File: config.mk
export PLATFORM = sky130hd
export DESIGN_NAME = vga_clksel_seq
export DESIGN_NICKNAME = d
export VERILOG_FILES = /design/src/rtl/vga_clksel_pkg.sv /design/src/rtl/vga_clksel_sync.sv /design/src/rtl/vga_clksel_seq.sv
export SDC_FILE = /design/constraint.sdc
export NUM_CORES = 1
export LEC_CHECK = 0
export ABC_AREA = 1
export CAP_MARGIN = 20
export CORE_AREA = 2 2 54 66
export CTS_CLUSTER_SIZE = 28
export DETAILED_ROUTE_END_ITERATION = 12
export DIE_AREA = 0 0 56 68
export PLACE_DENSITY_LB_ADDON = 0.1
export SLEW_MARGIN = 15
export SYNTH_ARGS = -nofsm -noshare
export SYNTH_HDL_FRONTEND = slang
export SYNTH_SLANG_ARGS = --single-unit
File: constraint.sdc
create_clock -name sys_clk -period 2 [get_ports sys_clk]
set_input_delay 0.4 -clock sys_clk [delete_from_list [all_inputs] [get_ports sys_clk]]
set_output_delay 0.4 -clock sys_clk [all_outputs]
set_load 0.01 [all_outputs]
File: src/rtl/vga_clksel_pkg.sv
// Shared constants, state encoding and request decoding for the VGA pixel-clock
// change sequencer.
package vga_clksel_pkg;

    localparam logic [1:0] CLKSEL_25 = 2'd0;
    localparam logic [1:0] CLKSEL_50 = 2'd1;
    localparam logic [1:0] CLKSEL_65 = 2'd2;

    typedef enum logic [2:0] {
        S_IDLE,
        S_BLANK,
        S_DCMRST,
        S_WAITLOCK,
        S_SWITCH,
        S_SETTLE,
        S_RELEASE
    } state_t;

    // Request codes 2 and 3 both select the 65 MHz DCM output.
    function automatic logic [1:0] req_to_tgt(input logic [1:0] req);
        return (req == 2'd3) ? CLKSEL_65 : req;
    endfunction

endpackage

File: src/rtl/vga_clksel_sync.sv
// Two-flop synchroniser that brings the asynchronous DCM LOCKED flag into the
// sys_clk domain; it resets to "not locked".
module vga_clksel_sync (
    input  logic sys_clk,
    input  logic sys_rst_n,
    input  logic async_in,
    output logic sync_out
);

    logic meta;

    always_ff @(posedge sys_clk or negedge sys_rst_n) begin
        if (!sys_rst_n) begin
            meta     <= 1'b0;
            sync_out <= 1'b0;
        end else begin
            meta     <= async_in;
            sync_out <= meta;
        end
    end

endmodule

File: src/rtl/vga_clksel_seq.sv
// Pixel-clock change sequencer: blanks and resets the video pipeline, re-locks the
// DCM for 65 MHz, moves the mux, settles, releases. Option: VGA_CLKSEL_TIMEOUT_EN.
module vga_clksel_seq
    import vga_clksel_pkg::*;
#(
    parameter int BLANK_CYCLES   = 1024,
    parameter int DCM_RST_CYCLES = 8,
    parameter int SETTLE_CYCLES  = 256,
    parameter int TIMEOUT_CYCLES = 65536,
    parameter int CNT_W          = 17
) (
    input  logic       sys_clk,
    input  logic       sys_rst_n,
    input  logic [1:0] clksel_req,
    input  logic       dcm_locked,
    output logic [1:0] clksel,
    output logic       dcm_rst,
    output logic       vga_rst,
    output logic       vga_blank,
    output logic       busy,
    output logic       lock_err
);

    localparam int MAX_CYCLES_A = (BLANK_CYCLES > DCM_RST_CYCLES) ? BLANK_CYCLES : DCM_RST_CYCLES;
    localparam int MAX_CYCLES_B = (SETTLE_CYCLES > TIMEOUT_CYCLES) ? SETTLE_CYCLES : TIMEOUT_CYCLES;
    localparam int MAX_CYCLES   = (MAX_CYCLES_A > MAX_CYCLES_B) ? MAX_CYCLES_A : MAX_CYCLES_B;
    localparam int MIN_CYCLES_A = (BLANK_CYCLES < DCM_RST_CYCLES) ? BLANK_CYCLES : DCM_RST_CYCLES;
    localparam int MIN_CYCLES_B = (SETTLE_CYCLES < TIMEOUT_CYCLES) ? SETTLE_CYCLES : TIMEOUT_CYCLES;
    localparam int MIN_CYCLES   = (MIN_CYCLES_A < MIN_CYCLES_B) ? MIN_CYCLES_A : MIN_CYCLES_B;
    localparam longint CNT_RANGE = longint'(1) << CNT_W;

    if (MIN_CYCLES < 1 || longint'(MAX_CYCLES) > CNT_RANGE) begin : g_bad_params
        $error("vga_clksel_seq: cycle counts must be >= 1 and fit in CNT_W bits");
    end

    localparam logic [CNT_W-1:0] BLANK_LOAD   = CNT_W'(BLANK_CYCLES - 1);
    localparam logic [CNT_W-1:0] DCMRST_LOAD  = CNT_W'(DCM_RST_CYCLES - 1);
    localparam logic [CNT_W-1:0] SETTLE_LOAD  = CNT_W'(SETTLE_CYCLES - 1);
`ifdef VGA_CLKSEL_TIMEOUT_EN
    localparam logic [CNT_W-1:0] TIMEOUT_LOAD = CNT_W'(TIMEOUT_CYCLES - 1);
    logic lock_err_q;
`endif

    state_t           state;
    logic [CNT_W-1:0] cnt;
    logic [1:0]       tgt_q;
    logic [1:0]       req_tgt;
    logic             cnt_zero;
    logic             locked_s;

    assign req_tgt  = req_to_tgt(clksel_req);
    assign cnt_zero = (cnt == '0);

    vga_clksel_sync u_lock_sync (
        .sys_clk   (sys_clk),
        .sys_rst_n (sys_rst_n),
        .async_in  (dcm_locked),
        .sync_out  (locked_s)
    );

`ifdef VGA_CLKSEL_TIMEOUT_EN
    assign lock_err = lock_err_q;
`else
    assign lock_err = 1'b0;
`endif

    // NOTE: every output is assigned next to the state change that implies it, so
    // all outputs come straight from flops and the mux select never glitches.
    always_ff @(posedge sys_clk or negedge sys_rst_n) begin
        if (!sys_rst_n) begin
            state     <= S_SETTLE;
            cnt       <= SETTLE_LOAD;
            tgt_q     <= CLKSEL_25;
            clksel    <= CLKSEL_25;
            dcm_rst   <= 1'b0;
            vga_rst   <= 1'b1;
            vga_blank <= 1'b1;
            busy      <= 1'b1;
`ifdef VGA_CLKSEL_TIMEOUT_EN
            lock_err_q <= 1'b0;
`endif
        end else begin
            if (!cnt_zero) cnt <= cnt - 1'b1;

            case (state)
                S_IDLE: begin
                    if (req_tgt != clksel) begin
                        tgt_q     <= req_tgt;
                        cnt       <= BLANK_LOAD;
                        state     <= S_BLANK;
                        vga_rst   <= 1'b1;
                        vga_blank <= 1'b1;
                        busy      <= 1'b1;
                    end
                end
                S_BLANK: begin
                    if (cnt_zero) begin
                        if (tgt_q == CLKSEL_65) begin
                            dcm_rst <= 1'b1;
                            cnt     <= DCMRST_LOAD;
                            state   <= S_DCMRST;
                        end else begin
                            state <= S_SWITCH;
                        end
                    end
                end
                S_DCMRST: begin
                    if (cnt_zero) begin
                        dcm_rst <= 1'b0;
                        state   <= S_WAITLOCK;
`ifdef VGA_CLKSEL_TIMEOUT_EN
                        cnt     <= TIMEOUT_LOAD;
`endif
                    end
                end
                S_WAITLOCK: begin
                    if (locked_s) begin
                        state <= S_SWITCH;
`ifdef VGA_CLKSEL_TIMEOUT_EN
                    end else if (cnt_zero) begin
                        // No lock in time: fall back to the always-available 25 MHz.
                        lock_err_q <= 1'b1;
                        tgt_q      <= CLKSEL_25;
                        state      <= S_SWITCH;
`endif
                    end
                end
                S_SWITCH: begin
                    clksel <= tgt_q;
`ifdef VGA_CLKSEL_TIMEOUT_EN
                    if (tgt_q == CLKSEL_65) lock_err_q <= 1'b0;
`endif
                    cnt    <= SETTLE_LOAD;
                    state  <= S_SETTLE;
                end
                S_SETTLE: begin
                    if (cnt_zero) state <= S_RELEASE;
                end
                S_RELEASE: begin
                    // A request that arrived mid-sequence restarts without releasing.
                    if (req_tgt != clksel) begin
                        tgt_q <= req_tgt;
                        cnt   <= BLANK_LOAD;
                        state <= S_BLANK;
                    end else begin
                        vga_rst   <= 1'b0;
                        vga_blank <= 1'b0;
                        busy      <= 1'b0;
                        state     <= S_IDLE;
                    end
                end
                default: begin
                    cnt       <= SETTLE_LOAD;
                    dcm_rst   <= 1'b0;
                    vga_rst   <= 1'b1;
                    vga_blank <= 1'b1;
                    busy      <= 1'b1;
                    state     <= S_SETTLE;
                end
            endcase
        end
    end

endmodule
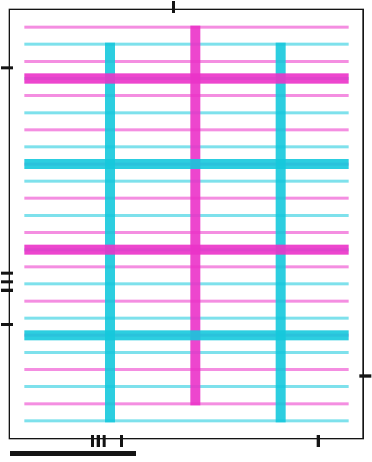
(images/floorplan.png)
The bar under the picture is 20 um long. Pins as bars on the die edge.
color	net
magenta	VDD
cyan	VSS
rows	23
met5 straps	4
signal pins	12
die y size: 68 um
Core Region: 3223 sq um

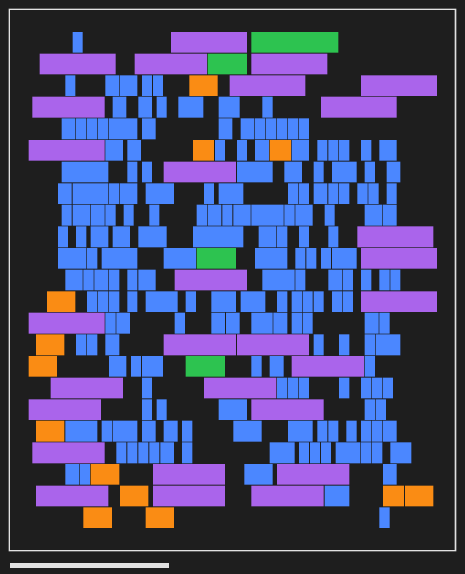
(images/class_map.png)
The bar under the picture is 20 um long.
color	class	cells	share of their area
green	clock drivers and dummy loads	4	3.7%
orange	remaining buffers and delay cells	13	6.4%
blue	remaining logic cells	193	53%
purple	registers	28	37%
Util after Layout: 61.22%
sequential cell area share: 36.21%
Rows: 23
Final Instance Area: 1973 sq um

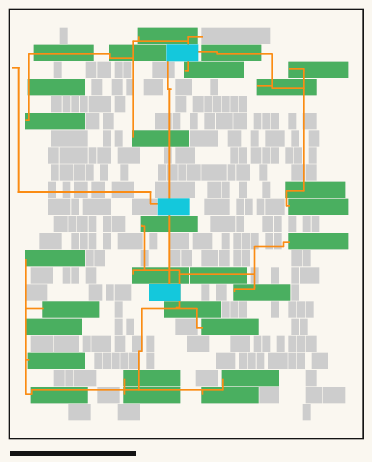
(images/clock_wires.png)
The bar under the picture is 20 um long.
[green] flip-flops | count: 28
[orange] clock wires | length: 343 um
[cyan] clock-net drivers | count: 3
routed clock nets	4
flops lie	spread over the die
Clk. pwr: 0.000447 W
Worst-Skew Late Latency: 280 ps
Clock Skews: 9.260 ps

==> impl_metrics.toml <==
# physical design summary
[outcome]
status = "complete, no violations"

[sta]
setup_viol = 0
fin_crit_ps = 1783
grt_setup_unrepaired = "false"
fmax_ghz = 0.5607
finalClockPeriodUsage_pct = 89.17
holdWs_ps = 364.2

[clocking]
clock-sinks = 28
htree_levels = 1

[floorplanning]
die_w_um = 56
core_util_floorplan_pct = 55.20
io_pins = 12

[layout]
logic_area_sq_um = 935.9
layout.non_clock_inverters = 20
final_cells = 275
clk_share_pct = 3.614
lay_top_count = "nand2_1"
buffers = 13
drive_above_1_share_pct = 21.85

[setup_path]
slowest_delay_ps = 560
path_cells = "clkdlybuf4s50_1"
rrSetupSlack_ps = 280
critical_path_required_ps = 1600
r2r_cells = 10
r2r-end = "cnt[6]"
crit_path_end = "vga_blank"
path_class = "reg2out"

[yosys]
syn_area_sq_um = 1779
edf_count = 0
ys.flops = 28
ys_chip_area_sq_um = 1779
largest_area_cell = "dfrtp_1"
synth.cellmix.adderShare_pct = 0.7032

[pwr]
peakVddDrop_mv = 0.3941
powerComb_w = 0.0000273
maxPowerGroup = "sequential cells"
power_frac_clock_pct = 42.9

[route]
wl_met2_um = 1839
drc = 0

[worst_hold_path]
hold_start = "u_lock_sync.meta"

[job]
log.warning_count = 26

[global_routing]
grt_max_degree = 29
use_met2_pct = 37.35

[placement]
placed_cells = 271
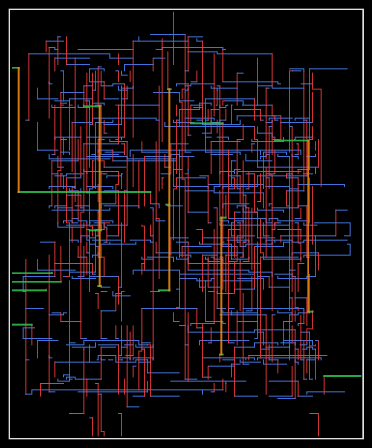
(images/layers.png)
color	layer	wire length
blue	M1	1,480 um
red	M2	1,840 um
green	M3	68.3 um
orange	M4	129 um
Total GRT Usage: 20.90%
wirelength, routed: 3511 um
via count: 1,466

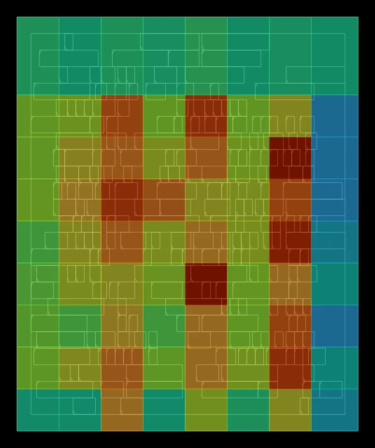
(images/congestion_map.png)
Most Used Layer, Global Route: met2
WL per Instance: 12.77 um
met3 Use GR: 2.268%

Power is estimated from default activity; no workload was simulated.
